==> config.mk <==
export PLATFORM = sky130hd
export DESIGN_NAME = resp_misr
export DESIGN_NICKNAME = d
export VERILOG_FILES = /design/src/rtl/resp_misr_pkg.sv /design/src/rtl/resp_misr_step.sv /design/src/rtl/resp_misr.sv
export SDC_FILE = /design/constraint.sdc
export NUM_CORES = 1
export LEC_CHECK = 0
export ABC_CLOCK_PERIOD_IN_PS = 2300
export CAP_MARGIN = 30
export CORE_MARGIN = 8
export CORE_UTILIZATION = 40
export CTS_CLUSTER_DIAMETER = 200
export DETAILED_ROUTE_END_ITERATION = 16
export GPL_TIMING_DRIVEN = 0
export PLACE_DENSITY = 0.71
export SETUP_SLACK_MARGIN = 0.5
export SYNTH_ARGS = -nofsm -noshare
export SYNTH_HDL_FRONTEND = slang
export SYNTH_SLANG_ARGS = --single-unit
==> constraint.sdc <==
create_clock -name clk -period 2.3 [get_ports clk]
set_input_delay 0.69 -clock clk [delete_from_list [all_inputs] [get_ports clk]]
set_output_delay 0.69 -clock clk [all_outputs]
set_load 0.01 [all_outputs]
==> src/rtl/resp_misr_pkg.sv <==
// Shared types and MISR next-state function for the response compactor.
package resp_misr_pkg;

    typedef enum logic [1:0] {
        StIdle,
        StRun,
        StCheck,
        StDone
    } state_e;

    localparam int unsigned MaxWidth = 64;

    // One MISR step on the low `width` bits; upper bits of the result are zero.
    function automatic logic [MaxWidth-1:0] misr_next(
        input logic [MaxWidth-1:0] sig,
        input logic [MaxWidth-1:0] data,
        input logic [MaxWidth-1:0] poly,
        input int unsigned         width
    );
        logic [MaxWidth-1:0] mask;
        logic [MaxWidth-1:0] shifted;
        logic                msb;
        mask    = (MaxWidth'(1) << width) - MaxWidth'(1);
        msb     = |(sig & (MaxWidth'(1) << (width - 1)));
        shifted = (sig << 1) & mask;
        if (msb) begin
            shifted = shifted ^ (poly & mask);
        end
        return (shifted ^ data) & mask;
    endfunction

endpackage

==> src/rtl/resp_misr_step.sv <==
// Combinational MISR step: next signature from current signature and one response word.
module misr_step
    import resp_misr_pkg::*;
#(
    parameter int unsigned      WIDTH = 8,
    parameter logic [WIDTH-1:0] POLY  = 8'h1D
) (
    input  logic [WIDTH-1:0] signature,
    input  logic [WIDTH-1:0] data,
    output logic [WIDTH-1:0] next_signature
);

    assign next_signature = WIDTH'(misr_next(MaxWidth'(signature), MaxWidth'(data),
                                             MaxWidth'(POLY), WIDTH));

endmodule

==> src/rtl/resp_misr.sv <==
// Response compactor: folds a stream of response words into a MISR signature and
// compares the final signature against a golden value.
module resp_misr
    import resp_misr_pkg::*;
#(
    parameter int unsigned      WIDTH   = 8,
    parameter logic [WIDTH-1:0] POLY    = 8'h1D,
    parameter logic [WIDTH-1:0] SEED    = '0,
    parameter int unsigned      COUNT_W = 16
) (
    input  logic               clk,
    input  logic               rst,
    input  logic               start,
    input  logic               resp_valid,
    input  logic [WIDTH-1:0]   resp_data,
    input  logic               resp_last,
    output logic               resp_ready,
    input  logic [WIDTH-1:0]   golden,
    output logic               busy,
    output logic               done,
    output logic               pass,
    output logic [WIDTH-1:0]   signature,
    output logic [COUNT_W-1:0] beat_count
);

    state_e               state_q;
    logic [WIDTH-1:0]     sig_q;
    logic [WIDTH-1:0]     sig_next;
    logic [COUNT_W-1:0]   beat_q;
    logic                 pass_q;

    misr_step #(
        .WIDTH (WIDTH),
        .POLY  (POLY)
    ) u_step (
        .signature      (sig_q),
        .data           (resp_data),
        .next_signature (sig_next)
    );

    always_ff @(posedge clk) begin
        if (rst) begin
            state_q <= StIdle;
            sig_q   <= SEED;
            beat_q  <= '0;
            pass_q  <= 1'b0;
        end else begin
            unique case (state_q)
                StIdle, StDone: begin
                    if (start) begin
                        sig_q   <= SEED;
                        beat_q  <= '0;
                        pass_q  <= 1'b0;
                        state_q <= StRun;
                    end
                end
                StRun: begin
                    // ready is implied by being in RUN, so valid alone qualifies a beat
                    if (resp_valid) begin
                        sig_q <= sig_next;
                        if (beat_q != '1) begin
                            beat_q <= beat_q + COUNT_W'(1);
                        end
                        if (resp_last) begin
                            state_q <= StCheck;
                        end
                    end
                end
                StCheck: begin
                    pass_q  <= (sig_q == golden);
                    state_q <= StDone;
                end
                default: state_q <= StIdle;
            endcase
        end
    end

    assign resp_ready = (state_q == StRun);
    assign busy       = (state_q == StRun) || (state_q == StCheck);
    assign done       = (state_q == StDone);
    assign pass       = pass_q;
    assign signature  = sig_q;
    assign beat_count = beat_q;

endmodule

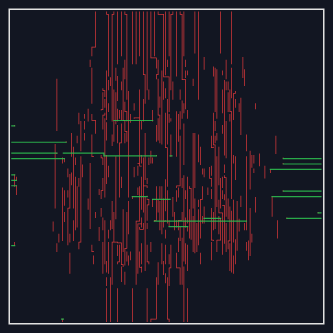
**Above:** wiring by layer.
Scale: 4 px per um. Only two layers are drawn.
M2: drawn in red, wire length 2230 um. M3: drawn in green, wire length 179 um.
Vias: 1538
Post-Route WL: 4460 um

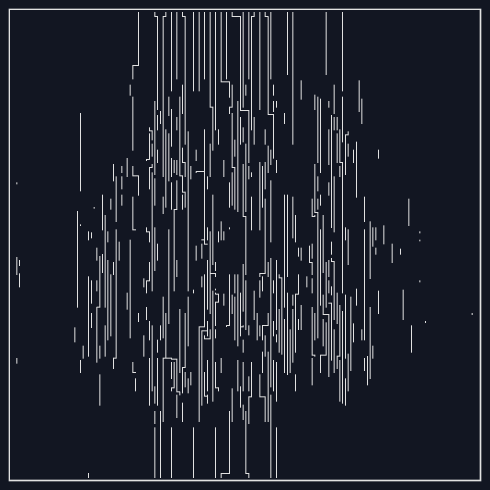
**Above:** the metal 2 layer.
Scale: 6 px per um.
The longest straight run is 26.7 um. The wires run mostly vertical. The layer carries 2230 um of wire. The layer holds 50% of the routed length.

==> qor.csv <==
stage,metric,value,unit
status,status,completed,
route,wl_met3,178,um
grt,grt_remaining_overflow,0,
job,cap_violations,0,
pwr,pwr-share-comb,61.1,%
route,wl_met2,2230,um
synthesis,synth.area.mux_share,0.645,%
cts,ctsHoldBuffers,0,
place,place_inst,276,
synthesis,floorplan.nets,207,
cts,cts_tree,built,
worst_setup_path,crit_arrival,2.15,ns
synthesis,ys_sh_simple,27.7,%
worst_hold_path,holdPathEnd,pass$_SDFFE_PP0P_,
synthesis,synthesis.area,1550,um2
synthesis,most_common_cell,dfxtp_1,
synthesis,synth-area-yosys,1550,um2
final_layout,lay_top_cells,"27 x dlygate4sd2_1, 17 x clkdlybuf4s50_1",
job,warnings,31,
worst_setup_path,start_kind,register,
final_layout,sh_comb_area,45.6,%
worst_setup_path,crit_family,simple AND/OR/NAND/NOR gates,
final_layout,comb_area,1070,um2
worst_hold_path,hp-start,pass$_SDFFE_PP0P_,
place,hpwl,3240,um
synthesis,ys_sh_aoi,15.9,%
final_layout,final_cells,294,
final_layout,clkCellAreaFrac,1.91,%
synthesis,ys_types,39,
synthesis,yosysWarnings,0,
synthesis,edf_count,0,
synthesis,ys.flops,27,
worst_setup_path,cp_slowest_cell,or4b_1,
sta,fin_hold_ws,0.486,ns
final_layout,nNonClkInverters,4,
final_layout,logic_gates,143,
synthesis,synthTopLogicFamily,simple AND/OR/NAND/NOR gates,
pwr,seq-power,595,uW
grt,grt_max_degree,15,
worst_setup_path,crit_type,register to register,
final_layout,layout.area.top_class,multi-input combinational cells,
pwr,p_leak,0.000961,uW
final_layout,area_delta_synth_final,51.7,%
floorplan,fp-utilization,42.1,%
cts,clkSinkCount,27,
grt,antenna_found_initial,0,
pwr,clock_power,270,uW
pwr,comb-power,1360,uW
final_layout,final_layout_size_suffix_gt1_share,26.8,%
final_layout,antenna_cells,0,
grt,grt_util_met1,17.4,%
route,vias_per_cell,5.23,
final_layout,seq_area,569,um2
grt,grt_usage,13.8,%
synthesis,netlist_instances,181,
cts,cts_buffer_depth,2,
synthesis,largest_area_cell,dfxtp_1,
worst_setup_path,cp_slowest_stage_delay,0.51,ns
sta,rsz0062_at_grt,true,
worst_setup_path,endpoint_kind,register,
cts,cts_made_buffers,3,
sta,relSlewSlack,66.3,%
grt,met3_usage,2.39,%
route,remaining_drc_errors,0,
synthesis,top_area_share,34.8,%
final_layout,nets,273,
pwr,p_total,2220,uW
route,first_pass_iters,4,
cts,post_cts_resized,60,
route,top_layer,met4,
place,dp_slack,-0.146,ns
grt,grt_first_pass_wirelength,7030,um
pwr,clkPwrFrac,12.1,%
pwr,seqPwrFrac,26.8,%
sta,final_max_slew_viol_count,0,
sta,clock_skew,0.00652,ns
place,gp_congestion,0.751,
pwr,switching_share,40.4,%
worst_setup_path,crit_start,state_q[0]$_SDFFE_PP0P_,
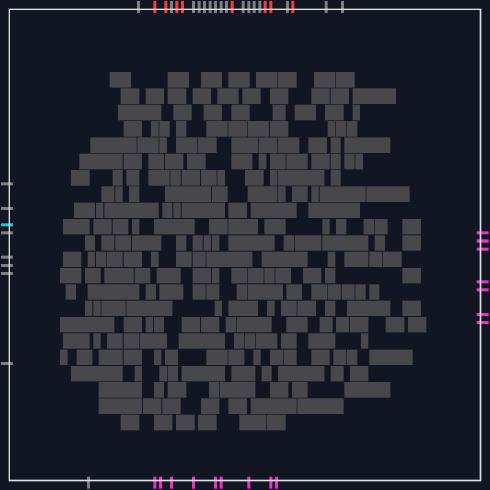
**Above:** ports around the boundary.
Scale: 6 px per um. Pins as bars across the die edge, other pins in gray.
`resp_data`: drawn in red, pins 8, direction input, edge north. `beat_count`: drawn in magenta, pins 16, direction output, edge 9 south, 7 east. `start`: drawn in cyan, pins 1, direction input, edge west.

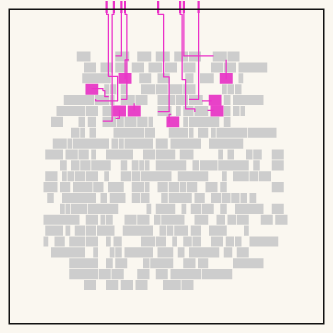
**Above:** nets reached from selected ports.
Scale: 4 px per um.
`resp_data`: drawn in magenta, bits 8, direction input, edge north, end cells 8, buffers 8, wire 227 um.
port bufs: 47
num ports: 49

Power is estimated from default activity; no workload was simulated.
